<file path="config.mk">
export PLATFORM = sky130hd
export DESIGN_NAME = packet_ingress_arbiter
export DESIGN_NICKNAME = d
export VERILOG_FILES = /design/src/rtl/pkt_pkg.sv /design/src/rtl/rr_pick.sv /design/src/rtl/packet_ingress_arbiter.sv
export SDC_FILE = /design/constraint.sdc
export NUM_CORES = 1
export LEC_CHECK = 0
export CORE_AREA = 2 2 96 98
export DETAILED_ROUTE_END_ITERATION = 8
export DIE_AREA = 0 0 98 100
export PLACE_DENSITY = 0.87
export SKIP_LAST_GASP = 1
export SYNTH_ARGS = -nofsm -noshare
export SYNTH_HDL_FRONTEND = slang
export SYNTH_SLANG_ARGS = --single-unit
</file>
<file path="constraint.sdc">
create_clock -name clk -period 1.8 [get_ports clk]
set_input_delay 0.27 -clock clk [delete_from_list [all_inputs] [get_ports clk]]
set_output_delay 0.27 -clock clk [all_outputs]
set_load 0.005 [all_outputs]
</file>
<file path="src/rtl/pkt_pkg.sv">
// Shared types and defaults for the packet ingress arbiter.
package pkt_pkg;

  localparam int unsigned DEF_NUM_SRC = 4;
  localparam int unsigned DEF_MAX_LEN = 100;
  localparam int unsigned DEF_DW      = 32;

  // Framer footer word; the framer appends it after the eng_last beat.
  localparam logic [DEF_DW-1:0] FOOTER = 32'hF00D_CAFE;

  typedef enum logic [1:0] {
    IDLE     = 2'd0,
    FWD      = 2'd1,
    DROP     = 2'd2,
    WAIT_ENG = 2'd3
  } state_e;

endpackage

</file>
<file path="src/rtl/rr_pick.sv">
// Round-robin picker: first requester after ptr, wrapping modulo N.
module rr_pick #(
  parameter int unsigned N  = 4,
  parameter int unsigned IW = $clog2(N)
) (
  input  logic [N-1:0]  req,
  input  logic [IW-1:0] ptr,
  output logic [IW-1:0] winner,
  output logic          any_req
);

  logic [IW-1:0] idx;

  // Search ptr+1, ptr+2, ... so the last winner has lowest priority.
  always_comb begin
    winner  = '0;
    any_req = 1'b0;
    idx     = '0;
    for (int unsigned k = 1; k <= N; k++) begin
      idx = IW'((32'(ptr) + k) % N);
      if (!any_req && req[idx]) begin
        any_req = 1'b1;
        winner  = idx;
      end
    end
  end

endmodule

</file>
<file path="src/rtl/packet_ingress_arbiter.sv">
// Packet-granular round-robin arbiter in front of a shared framer,
// truncating packets longer than MAX_LEN beats.
module packet_ingress_arbiter
  import pkt_pkg::*;
#(
  parameter int unsigned NUM_SRC = DEF_NUM_SRC,
  parameter int unsigned MAX_LEN = DEF_MAX_LEN,
  parameter int unsigned DW      = DEF_DW
) (
  input  logic                       clk,
  input  logic                       resetn,
  input  logic [NUM_SRC-1:0]         src_valid,
  input  logic [NUM_SRC*DW-1:0]      src_data,
  input  logic [NUM_SRC-1:0]         src_last,
  output logic [NUM_SRC-1:0]         src_ready,
  output logic                       eng_valid,
  output logic [DW-1:0]              eng_data,
  output logic                       eng_last,
  input  logic                       eng_done,
  output logic [$clog2(NUM_SRC)-1:0] grant_id,
  output logic                       busy,
  output logic                       len_err
);

  localparam int unsigned IW = $clog2(NUM_SRC);
  localparam int unsigned CW = $clog2(MAX_LEN + 1);

  state_e        state_q, state_d;
  logic [IW-1:0] grant_q, grant_d;
  logic [IW-1:0] rr_ptr_q, rr_ptr_d;
  logic [CW-1:0] beat_cnt_q, beat_cnt_d;
  logic          eng_valid_q, eng_valid_d;
  logic          eng_last_q, eng_last_d;
  logic [DW-1:0] eng_data_q, eng_data_d;
  logic          len_err_q, len_err_d;

  logic [IW-1:0] winner;
  logic          any_req;
  logic          g_valid;
  logic          g_last;
  logic [DW-1:0] g_data;
  logic          cnt_at_max;

  rr_pick #(
    .N  (NUM_SRC),
    .IW (IW)
  ) u_rr_pick (
    .req     (src_valid),
    .ptr     (rr_ptr_q),
    .winner  (winner),
    .any_req (any_req)
  );

  // Granted-source mux.
  always_comb begin
    g_data = '0;
    for (int i = 0; i < NUM_SRC; i++) begin
      if (grant_q == IW'(i)) g_data = src_data[i*DW +: DW];
    end
  end

  assign g_valid    = src_valid[grant_q];
  assign g_last     = src_last[grant_q];
  assign cnt_at_max = (beat_cnt_q == CW'(MAX_LEN - 1));

  // Next-state and output-register inputs.
  always_comb begin
    state_d     = state_q;
    grant_d     = grant_q;
    rr_ptr_d    = rr_ptr_q;
    beat_cnt_d  = beat_cnt_q;
    eng_valid_d = 1'b0;
    eng_last_d  = 1'b0;
    eng_data_d  = eng_data_q;
    len_err_d   = 1'b0;
    src_ready   = '0;
    case (state_q)
      IDLE: begin
        if (any_req) begin
          grant_d    = winner;
          beat_cnt_d = '0;
          state_d    = FWD;
        end
      end
      FWD: begin
        src_ready[grant_q] = 1'b1;
        if (g_valid) begin
          eng_valid_d = 1'b1;
          eng_data_d  = g_data;
          beat_cnt_d  = beat_cnt_q + CW'(1);
          eng_last_d  = g_last | cnt_at_max;
          if (g_last) begin
            state_d = WAIT_ENG;
          end else if (cnt_at_max) begin
            len_err_d = 1'b1;
            state_d   = DROP;
          end
        end
      end
      DROP: begin
        src_ready[grant_q] = 1'b1;
        if (g_valid && g_last) state_d = WAIT_ENG;
      end
      WAIT_ENG: begin
        if (eng_done) begin
          rr_ptr_d = grant_q;
          state_d  = IDLE;
        end
      end
      default: state_d = IDLE;
    endcase
  end

  always_ff @(posedge clk or negedge resetn) begin
    if (!resetn) begin
      state_q     <= IDLE;
      grant_q     <= '0;
      rr_ptr_q    <= IW'(NUM_SRC - 1);
      beat_cnt_q  <= '0;
      eng_valid_q <= 1'b0;
      eng_last_q  <= 1'b0;
      eng_data_q  <= '0;
      len_err_q   <= 1'b0;
    end else begin
      state_q     <= state_d;
      grant_q     <= grant_d;
      rr_ptr_q    <= rr_ptr_d;
      beat_cnt_q  <= beat_cnt_d;
      eng_valid_q <= eng_valid_d;
      eng_last_q  <= eng_last_d;
      eng_data_q  <= eng_data_d;
      len_err_q   <= len_err_d;
    end
  end

  assign eng_valid = eng_valid_q;
  assign eng_last  = eng_last_q;
  assign eng_data  = eng_data_q;
  assign len_err   = len_err_q;
  assign grant_id  = grant_q;
  assign busy      = (state_q != IDLE);

endmodule
</file>
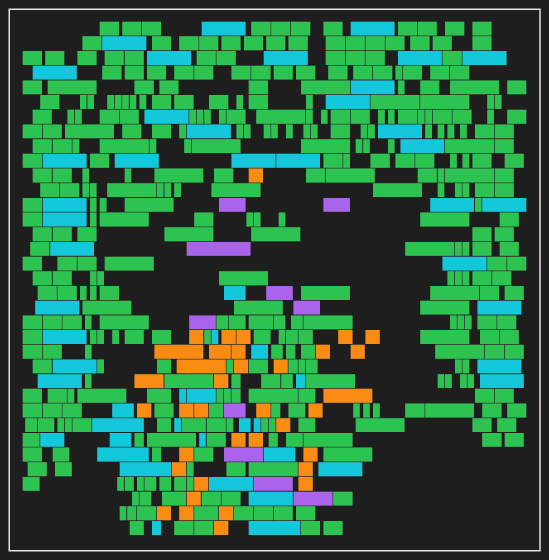
**Above:** cell sizes after repair.
- green: _0 and _1 cells (cells 379; most used clkdlybuf4s50_1)
- orange: _3 and _4 cells (cells 36; most used buf_4)
- cyan: _2 cells (cells 53; most used mux4_2)
- purple: _6 and larger (cells 10; most used clkbuf_8)

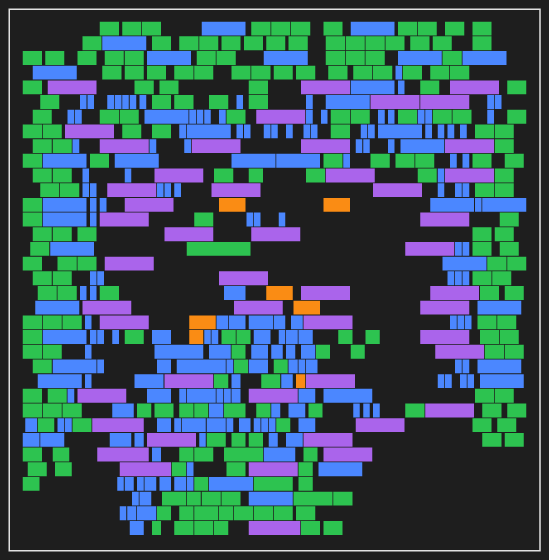
**Above:** cells colored by class.
- orange: clock drivers and dummy loads (cells 7; share of their area 1.6%)
- blue: combinational and other logic (cells 207; share of their area 33%)
- green: remaining buffers and delay cells (cells 216; share of their area 42%)
- purple: sequential cells (cells 48; share of their area 23%)
cell row count: 35
final core area utilization: 59.3%
Non-Filler Cell Area, Final: 0.00527 mm²

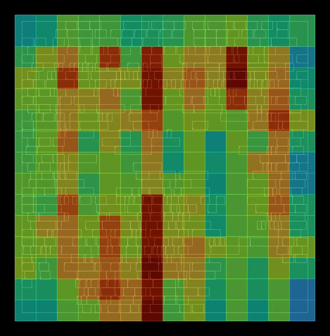
**Above:** track usage over the die.
Overall Global Routing Usage: 19.7%
global-route track usage on met2: 36.1%

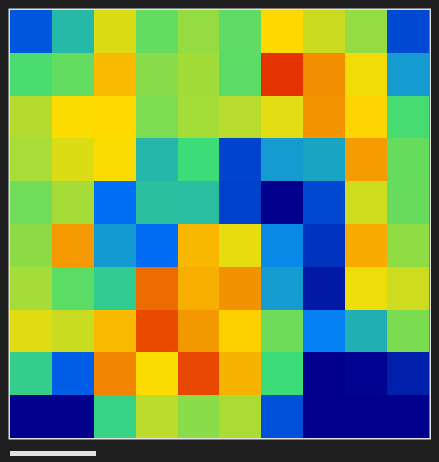
**Above:** local utilization.
Bar = 20 µm. 10 x 10 tiles, from dark blue (low) to red (high), 0 to 100% covered.
- mean over tiles: 52%
- densest ninth of the die: bottom center
- emptiest ninth of the die: lower right
- nearly empty tiles: 8.0%
- fullest tile: 94%
- tiles over 75% full: 21%

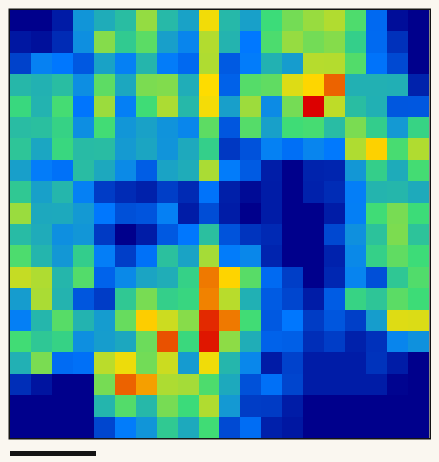
**Above:** wiring heat map.
Bar = 20 µm. 20 x 20 tiles, from dark blue (low) to red (high), scaled to the fullest tile. Values are wire area over tile area, all layers added.
- mean over tiles: 0.16
- tiles over half the peak: 25%
- emptiest ninth of the die: lower right

==> flow_metrics.tcl <==
# yosys + openroad results
set metrics [dict create \
    comb_area_mm2 0.00169 \
    rrSetupSlack_ps -100 \
    cts_made_buffers 5 \
    die-height_um 100 \
    yosys-top-cells-area "sky130_fd_sc_hd__dfrtp_1 40%, sky130_fd_sc_hd__mux4_2 26%, sky130_fd_sc_hd__nand2_1 14%" \
    comb_area_leader "multiplexers" \
    max-clock-path-buffers 2 \
    power_density_mw_per_mm2 1330 \
    fill_cells 722 \
    worst_setup_path_endpoint "state_q[1]$_DFFE_PN0P_" \
    n_sequential_cell 48 \
    comb.multi_input.count 200 \
    timing.fmax_mhz 525 \
    floorplan.io_pins 181 \
    synth_area_leader_cell "sky130_fd_sc_hd__dfrtp_1" \
    place.detailed.instances 572 \
    clock_latency_ps 300 \
    timing.slew.headroom_pct 67.6 \
    pwr-share-clk_pct 8.9 \
    placeable_core_area_mm2 0.00889 \
    setup_tns_ps -170 \
    cpPeakStageDelay_ps 420 \
    cell_internal_pwr_mw 4.49 \
    tritoncts_num_sinks 48 \
    path_depth 5 \
    rsz_0062_raised_after_global_routing "yes" \
    yosysCellCount 271 \
    timing.critical_path.to_type "register" \
    min_period_ps 1900 \
    antenna_violating_nets_post_route 0 \
    type_of_the_worst_min_delay_path "register to register" \
    setup-violations-final 3 \
    area_dominant_cell_class_after_layout "buffers" \
    detailed_place_hpwl_mm 7.48 \
    comb_area_share_pct 32.0 \
    cts_root_buffer "sky130_fd_sc_hd__clkbuf_8" \
    timing.rr.end "state_q[1]$_DFFE_PN0P_" \
    layout.non_clock_buffers 216 \
    timing.final.crit_share_pct 106 \
    flow.area_growth_from_synthesis_pct 81.4 \
    fin_worst_skew_ps 9.21 \
    failed_checks "negative setup slack" \
    pin_count_of_the_biggest_net_entering_global_routing 24 \
    hold_path_startpoint "eng_data[2]$_DFFE_PN0P_" \
    whs_path_depth 2 \
    htreeDepth 2 \
    p_total_mw 7.04 \
    startpoint_type "register" \
    worstReg2RegStart "beat_cnt_q[3]$_DFFE_PN0P_" \
    routedWlPerCell_um 16.8 \
    timing.final.max_slew_violations 0 \
    p_clk_uw 624 \
    syn-num-nets 416 \
    stage_log_warnings 33 \
    grt_overflow_total 0 \
    mux_share_pct 28.6 \
    n_clock_buffer 5 \
    synth_sequential_area_ratio_pct 41.4 \
    criticalPathCategory "register to register" \
    drv_cap 0 \
    fin_worst_hold_slack_ps 478 \
    layout.non_clock_inverters 7 \
    adder_area_share_pct 2.58 \
    timing.reg2reg.worst_path_depth 5 \
    drtIter0Drc 169 \
    status "finished, violations left" \
    pwr.group.combinational_mw 4.54 \
    drt_drc_violations_left 0 \
    relative_contribution_of_combinational_cells_to_total_power_pct 64.5 \
    critical-path-top-delay-family "AND-OR/OR-AND gates" \
    simple_gate_area_share_pct 18.9 \
    first_global_vias 3195 \
    timing.critical_path.cells "nor4bb_4 > a41oi_2 > a222oi_1 > buf_4 > mux2_4" \
    average_cell_area_after_synthesis_um2 10.7 \
    layout_cells_sized_above_1_pct 20.7 \
    sequentialPowerShare_pct 26.6 \
    dpl_worst_slack_ps -290 \
    ys_area_mm2 0.00291 \
    seq_share_pct 22.9 \
    clock_cell_area_share_pct 1.54 \
    worst_ep_required_time_ps 1980 \
    clk_pin_slew_ps 90 \
    antenna_violations_before_repair 0 \
    register_area_mm2 0.00121 \
    synthXorXnorAreaFrac_pct 0.602 \
    critical_path_cell_with_the_highest_stage_delay "sky130_fd_sc_hd__dfrtp_1" \
    switch_share_pct 36.2 \
    cts_tree "built" \
    initial_utilization_pct 32.7 \
    floorplan.die.width_um 98 \
    drt-vias-per-instance 5.03 \
    detailedRoute.firstPassIterationCount 4 \
    cp_num_buf_inv 1 \
    placedInstanceArea_mm2 0.00501 \
    ys_seq_elements 48 \
    chip_area_mm2 0.00980 \
    yosys.cell_types.count 38 \
    top_power_group "combinational cells" \
    postRouteWirelength_mm 9.90 \
    dr_total_vias 2963 \
    post_cts_resized 14 \
    critPathLaunch "beat_cnt_q[3]$_DFFE_PN0P_" \
    fin_ws_ps -105 \
    tap-cell-count 111 \
    antenna-diode-count 0 \
    ys_warn_count 0 \
    top_cell_area_share_pct 39.6 \
    final-nonclk-buf-share_pct 40.5 \
    netSwitchingPower_mw 2.54 \
    final_hold_violation_count 0 \
    post_synth_inst_count 271 \
    peak_supply_drop_mv 0.723 \
    cts-hold-fix-buffers 1 \
    grt_first_pass_wirelength_mm 15.5 \
    synth_area_mm2 0.00291 \
    post_cts_buffers 5 \
    synthAoiAreaFrac_pct 4.86 \
    seq_power_mw 1.87 \
    portBuffers 180 \
    place.gp.congestion 0.799 \
    layout.cells.non_filler 589 \
    final_nets 623 \
    leakagePower_nw 2.31 \
    critPathMaxFanout 3 \
    crit_arrival_ps 2090 \
    max_slew.worst_pin.slew_ps 486 \
    hold-path-endpoint "eng_data[2]$_DFFE_PN0P_" \
]
==> registers in the layout (all words and copies together), names as in the netlist <==
signal      cells
len_err         1
eng_last        1
eng_data       32
rr_ptr_q        2
beat_cnt_q      7
state_q         2
grant_id        2
eng_valid       1
==> per-layer routing <==
metal	vias to the layer above	GRT usage (%)	wire length (µm)
met5	-	0	0
met4	0	4.81	143
met3	11	4.04	601
met2	133	36.1	5340
met1	1446	23.8	3820
li1	1373	-	-
==> placed cells by master, fill, tap and decap left out, types with 3 or more instances in the layout <==
cell type	n
sky130_fd_sc_hd__mux2_2	3
sky130_fd_sc_hd__nand2_1	106
sky130_fd_sc_hd__inv_2	5
sky130_fd_sc_hd__and3_1	4
sky130_fd_sc_hd__nor2_1	5
sky130_fd_sc_hd__buf_4	30
sky130_fd_sc_hd__buf_12	3
sky130_fd_sc_hd__clkbuf_8	5
sky130_fd_sc_hd__dfrtp_1	44
sky130_fd_sc_hd__clkdlybuf4s50_1	173
sky130_fd_sc_hd__dlygate4sd2_1	4
sky130_fd_sc_hd__a22o_1	3
sky130_fd_sc_hd__mux4_2	34
sky130_fd_sc_hd__a21oi_1	3
sky130_fd_sc_hd__ha_1	3
==> synth_stat cells, drive strengths merged <==
library cell / count
nand2: 107
dfrtp: 46
mux4: 34
buf: 10
inv: 7
clkbuf: 6
ha: 6
nor2: 6
and3: 4
mux2: 4
a21oi: 3
a22o: 3
o21ai: 3
a21o: 2
and3b: 2
dfstp: 2
mux2i: 2
nand2b: 2
nand3: 2
nand4: 2
nor3: 2
nor3b: 2
o22ai: 2
xnor2: 2
a211oi: 1
a221o: 1
a222oi: 1
a31oi: 1
a41oi: 1
nor2b: 1
nor4: 1
nor4bb: 1
o21a: 1
o31ai: 1
Power and IR drop assume default switching activity.
